<file path="config.mk">
export PLATFORM = sky130hd
export DESIGN_NAME = rr_mux4_arbiter_flat
export DESIGN_NICKNAME = d
export VERILOG_FILES = /design/src/rtl/rr_mux4_arbiter_pkg.sv /design/src/rtl/rr_mux4_arbiter_if.sv /design/src/rtl/MUX4in.sv /design/src/rtl/rr_pick4.sv /design/src/rtl/rr_mux4_arbiter.sv /design/src/flat_wrapper.sv
export SDC_FILE = /design/constraint.sdc
export NUM_CORES = 1
export LEC_CHECK = 0
export CORE_AREA = 8 8 73 75
export CTS_CLUSTER_SIZE = 8
export DETAILED_ROUTE_END_ITERATION = 10
export DIE_AREA = 0 0 81 83
export PLACE_DENSITY_LB_ADDON = 0.3
export RECOVER_POWER = 50
export SYNTH_ARGS = -nofsm -noshare
export SYNTH_HDL_FRONTEND = slang
export SYNTH_SLANG_ARGS = --single-unit
</file>
<file path="constraint.sdc">
create_clock -name clk -period 4 [get_ports clk]
set_input_delay 1.2 -clock clk [delete_from_list [all_inputs] [get_ports clk]]
set_output_delay 1.2 -clock clk [all_outputs]
set_load 0.03 [all_outputs]
</file>
<file path="src/rtl/rr_mux4_arbiter_pkg.sv">
// Shared types and constants for the
// round-robin 4:1 mux arbiter.
package rr_mux4_arbiter_pkg;

  localparam int NUM_REQ      = 4;
  localparam int MAX_HOLD_DEF = 4;

  typedef enum logic {
    ST_IDLE = 1'b0,
    ST_BUSY = 1'b1
  } state_e;

endpackage

</file>
<file path="src/rtl/rr_mux4_arbiter_if.sv">
// Request/grant and data bundle between
// the requester side and the arbiter.
interface rr_mux4_arbiter_if;
  import rr_mux4_arbiter_pkg::*;

  logic [NUM_REQ-1:0] req;
  logic [NUM_REQ-1:0] data_in;
  logic [NUM_REQ-1:0] grant;
  logic [1:0]         sel;
  logic               busy;
  logic               data_out;

  modport master (
    output req,
    output data_in,
    input  grant,
    input  sel,
    input  busy,
    input  data_out
  );

  modport slave (
    input  req,
    input  data_in,
    output grant,
    output sel,
    output busy,
    output data_out
  );

endinterface

</file>
<file path="src/rtl/MUX4in.sv">
// Library 4:1 single-bit mux cell.
// s1/s0 select i0..i3.
module MUX4in (
  input  logic i0,
  input  logic i1,
  input  logic i2,
  input  logic i3,
  input  logic s0,
  input  logic s1,
  output logic out
);

  always_comb begin
    unique case ({s1, s0})
      2'd0:    out = i0;
      2'd1:    out = i1;
      2'd2:    out = i2;
      default: out = i3;
    endcase
  end

endmodule

</file>
<file path="src/rtl/rr_pick4.sv">
// Rotating priority picker: first request
// at or after ptr, optionally skipping one.
module rr_pick4 (
  input  logic [3:0] req,
  input  logic [1:0] ptr,
  input  logic       excl_en,
  input  logic [1:0] excl_idx,
  output logic       found,
  output logic [1:0] win
);

  logic [1:0] idx;

  always_comb begin
    found = 1'b0;
    win   = 2'd0;
    idx   = 2'd0;
    for (int i = 0; i < 4; i++) begin
      idx = ptr + 2'(i);
      if (!found && req[idx] &&
          !(excl_en && idx == excl_idx)) begin
        found = 1'b1;
        win   = idx;
      end
    end
  end

endmodule

</file>
<file path="src/rtl/rr_mux4_arbiter.sv">
// Round-robin arbiter with hold limit that
// steers a shared MUX4in path to one owner.
module rr_mux4_arbiter
  import rr_mux4_arbiter_pkg::*;
#(
  parameter int MAX_HOLD = MAX_HOLD_DEF,
  parameter int CNT_W    = 3
) (
  input  logic             clk,
  input  logic             rst_n,
  rr_mux4_arbiter_if.slave bus
);

  state_e     state_q;
  logic [3:0] grant_q;
  logic [1:0] sel_q;
  logic       busy_q;
  logic [1:0] ptr_q;
  logic [CNT_W-1:0] hold_q;

  logic [1:0] ptr_d;
  logic [1:0] pick_ptr;
  logic       pick_excl;
  logic       found;
  logic [1:0] win;
  logic       owner_req;
  logic       hold_max;
  logic       mux_out;

  assign ptr_d     = sel_q + 2'd1;
  assign pick_excl = (state_q == ST_BUSY);
  // While busy, scan from the slot after the owner, skipping it.
  assign pick_ptr  = pick_excl ? ptr_d : ptr_q;
  assign owner_req = bus.req[sel_q];
  assign hold_max  = (hold_q == CNT_W'(MAX_HOLD));

  rr_pick4 u_pick (
    .req      (bus.req),
    .ptr      (pick_ptr),
    .excl_en  (pick_excl),
    .excl_idx (sel_q),
    .found    (found),
    .win      (win)
  );

  always_ff @(posedge clk) begin
    if (!rst_n) begin
      state_q <= ST_IDLE;
      grant_q <= 4'b0000;
      sel_q   <= 2'd0;
      busy_q  <= 1'b0;
      ptr_q   <= 2'd0;
      hold_q  <= '0;
    end else begin
      unique case (state_q)
        ST_IDLE: begin
          if (found) begin
            state_q <= ST_BUSY;
            grant_q <= 4'b0001 << win;
            sel_q   <= win;
            busy_q  <= 1'b1;
            hold_q  <= CNT_W'(1);
          end
        end
        ST_BUSY: begin
          if (!owner_req || (hold_max && found)) begin
            ptr_q <= ptr_d;
            if (found) begin
              grant_q <= 4'b0001 << win;
              sel_q   <= win;
              hold_q  <= CNT_W'(1);
            end else begin
              state_q <= ST_IDLE;
              grant_q <= 4'b0000;
              sel_q   <= 2'd0;
              busy_q  <= 1'b0;
              hold_q  <= '0;
            end
          end else if (!hold_max) begin
            hold_q <= hold_q + CNT_W'(1);
          end
        end
        default: state_q <= ST_IDLE;
      endcase
    end
  end

  MUX4in u_mux (
    .i0  (bus.data_in[0]),
    .i1  (bus.data_in[1]),
    .i2  (bus.data_in[2]),
    .i3  (bus.data_in[3]),
    .s0  (sel_q[0]),
    .s1  (sel_q[1]),
    .out (mux_out)
  );

  assign bus.grant    = grant_q;
  assign bus.sel      = sel_q;
  assign bus.busy     = busy_q;
  assign bus.data_out = mux_out & busy_q;

endmodule

</file>
<file path="src/flat_wrapper.sv">
// flat-port wrapper written by rule: the top's interface ports become plain ports
module rr_mux4_arbiter_flat import rr_mux4_arbiter_pkg::*;
#(
  parameter int MAX_HOLD = MAX_HOLD_DEF,
  parameter int CNT_W    = 3
)
  (clk, rst_n, bus_req, bus_data_in, bus_grant, bus_sel, bus_busy, bus_data_out);
  rr_mux4_arbiter_if bus_i ();
  input  logic clk;
  input  logic rst_n;
  input wire logic [$bits(bus_i.req)-1:0] bus_req;
  input wire logic [$bits(bus_i.data_in)-1:0] bus_data_in;
  output wire logic [$bits(bus_i.grant)-1:0] bus_grant;
  output wire logic [$bits(bus_i.sel)-1:0] bus_sel;
  output wire logic [$bits(bus_i.busy)-1:0] bus_busy;
  output wire logic [$bits(bus_i.data_out)-1:0] bus_data_out;
  assign bus_i.req = bus_req;
  assign bus_i.data_in = bus_data_in;
  assign bus_grant = bus_i.grant;
  assign bus_sel = bus_i.sel;
  assign bus_busy = bus_i.busy;
  assign bus_data_out = bus_i.data_out;
  rr_mux4_arbiter #(.MAX_HOLD(MAX_HOLD), .CNT_W(CNT_W)) u_core (.clk(clk), .rst_n(rst_n), .bus(bus_i));
endmodule
</file>
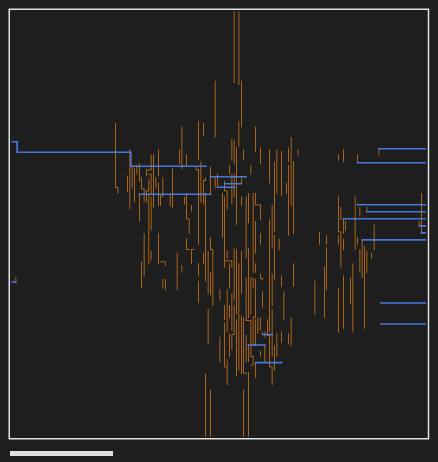
(metal layers overlaid)
Bar = 20 um. Two of the layers only.
color	layer	wire length
orange	metal 2	1100 um
blue	metal 3	174 um
Routed WL: 2.38 mm
WL per Instance: 12.9 um

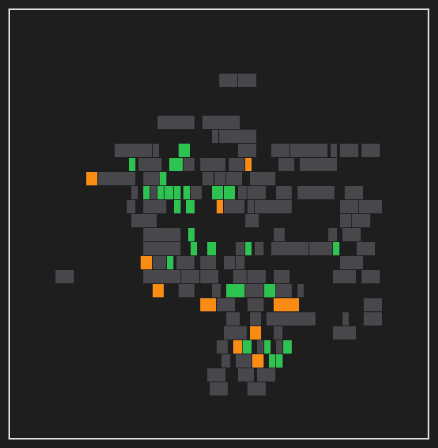
(gate families picked out)
color	family	cells	most used
orange	NOR gates	10	nor2b_1
green	NAND gates	26	nand2_1
most instantiated logic cell after routing: nand2_1
fraction of area in multi-input gates: 53.1%
Post-Layout Cell Count: 184

==> reports/metrics.csv <==
stage,metric,value,unit
status,status,completed,
die,chip_area,0.00672,sq mm
pwr,p_total,844,uW
layout,final_nets,149,
die,tapCellCount,52,
synthesis,top_area_cell,dfxtp_1,
synthesis,ys_seq_share,26.1,%
layout,seq_area,260,sq um
timing,drv_slew,0,
timing,skew,1.79,ps
clock_network,numCtsBuffers,3,
synthesis,ys_area,997,sq um
setup_path,endpoint,bus_data_out,
clock_network,clockBufferDepth,2,
die,die_width,81,um
layout,largest_cell_class,logic gates,
synthesis,syn-num-nets,134,
pwr,pwr-share-comb,61.7,%
setup_path,rrSetupSlack,1030,ps
setup_path,critPathArrivalTime,2420,ps
global_route,antenna_found_initial,0,
layout,final_util,29.2,%
placement,placed_area,0.00118,sq mm
layout,drive_gt1_share,7.58,%
pwr,clkPwrFrac,13.6,%
pwr,peakVddDrop,0.167,mV
synthesis,ys_warn_count,0,
route,firstDrtPassIters,4,
layout,signal_buffers,17,
route,ant_nets,0,
timing,layout_setup_ws,384,ps
setup_path,startpoint_type,primary input,
setup_path,r2r_end,u_core.bus.grant[2],
synthesis,synth_area_per_cell,8.45,sq um
layout,seq_share,21.2,%
clock_network,clockRootBuffer,clkbuf_8,
route,drc,0,
timing,finalHoldViolCount,0,
layout,comb_cells,89,
placement,dp_slack,9.59,ps
pwr,p_leak,0.000496,uW
placement,place.gp.congestion,0.782,
clock_network,cts_setup_buffers,0,
synthesis,ff_type,dfxtp_1,
clock_network,hold_buffers,0,
synthesis,syn_inst,118,
die,initial_utilization,23.7,%
synthesis,async_flop_share,0,%
layout,n_antenna_cell,0,
pwr,power.switching,392,uW
clock_network,cts_resized,0,
setup_path,cp-end-kind,output port,
layout,clk_share,3.67,%
layout,nClkBuffers,4,
route,vias,905,
setup_path,startpoint,bus_data_in[2],
global_route,gr-usage-met1,8.22,%
route,routed_via_density,4.92,
global_route,top_usage_layer,met2,
pwr,swShare,46.4,%
timing,tightest_slew,516,ps
timing,fin_hold_ws,470,ps
clock_network,cts.sinks,13,
layout,lay_top_cells,"nand2_1 (15), dfxtp_1 (13), inv_1 (9)",
worst_hold_path,min_path_type,flip-flop to flip-flop,
setup_path,worstPathMaxFanout,1,
clock_network,cts_tree,done,
synth_stat cells (2+ instances only):
master,instances
ha_1,6
and2_1,2
a32o_1,2
dfxtp_1,13
buf_4,2
nand2b_1,4
mux2i_1,4
inv_1,9
buf_2,2
xnor2_1,2
nor2b_1,3
o32ai_1,2
buf_6,2
nor2_1,2
a21oi_1,3
nand2_1,15
nand3_1,5
o21ai_0,5
nor4_1,2
a31oi_1,3
and3_1,2
worst max-delay path, delay by kind of cell:
kind                   cells  cell delay (ps)
AND/OR/NAND/NOR            1              150
AND-OR/OR-AND              2              430
buffers and inverters      2              630
worst min-delay path by stage:
stage,from,end,slack (ps),cells after the start
finish,u_core.bus.grant[1],u_core.bus.grant[1],470,2
global route,u_core.bus.grant[1],u_core.bus.grant[1],510,2
CTS,u_core.bus.grant[1],u_core.bus.grant[1],470,2
global placement,u_core.bus.grant[1],u_core.bus.grant[1],460,2
floorplan,u_core.hold_q[2],u_core.hold_q[2],490,2
detailed placement,u_core.bus.grant[1],u_core.bus.grant[1],460,2
cells by family after synthesis:
kind of cell    count (synthesis)  share of synthesized area (%)
compound gates                 33                           25.6
flops                          13                           26.1
xor+xnor                        3                           2.64
mux                             5                           6.65
fa+ha+maj                       6                           7.53
simple gates                   42                           23.0
buf+inv                        16                           8.53
power groups by stage:
stage	Clock [uW]	Combinational [uW]	Sequential, uW
floorplan	0	387	232
global placement	0	519	212
detailed placement	0	527	212
CTS	119	529	210
global route	126	574	218
finish	115	521	208
per-layer routing:
metal / up-vias / share of wire (%) / routed length (um)
li1: 463 / - / -
met3: 0 / 7.3 / 173
met2: 27 / 46 / 1100
met5: - / 0 / 0
met4: 0 / 0 / 0
met1: 415 / 47 / 1110
Power and IR drop assume default switching activity.
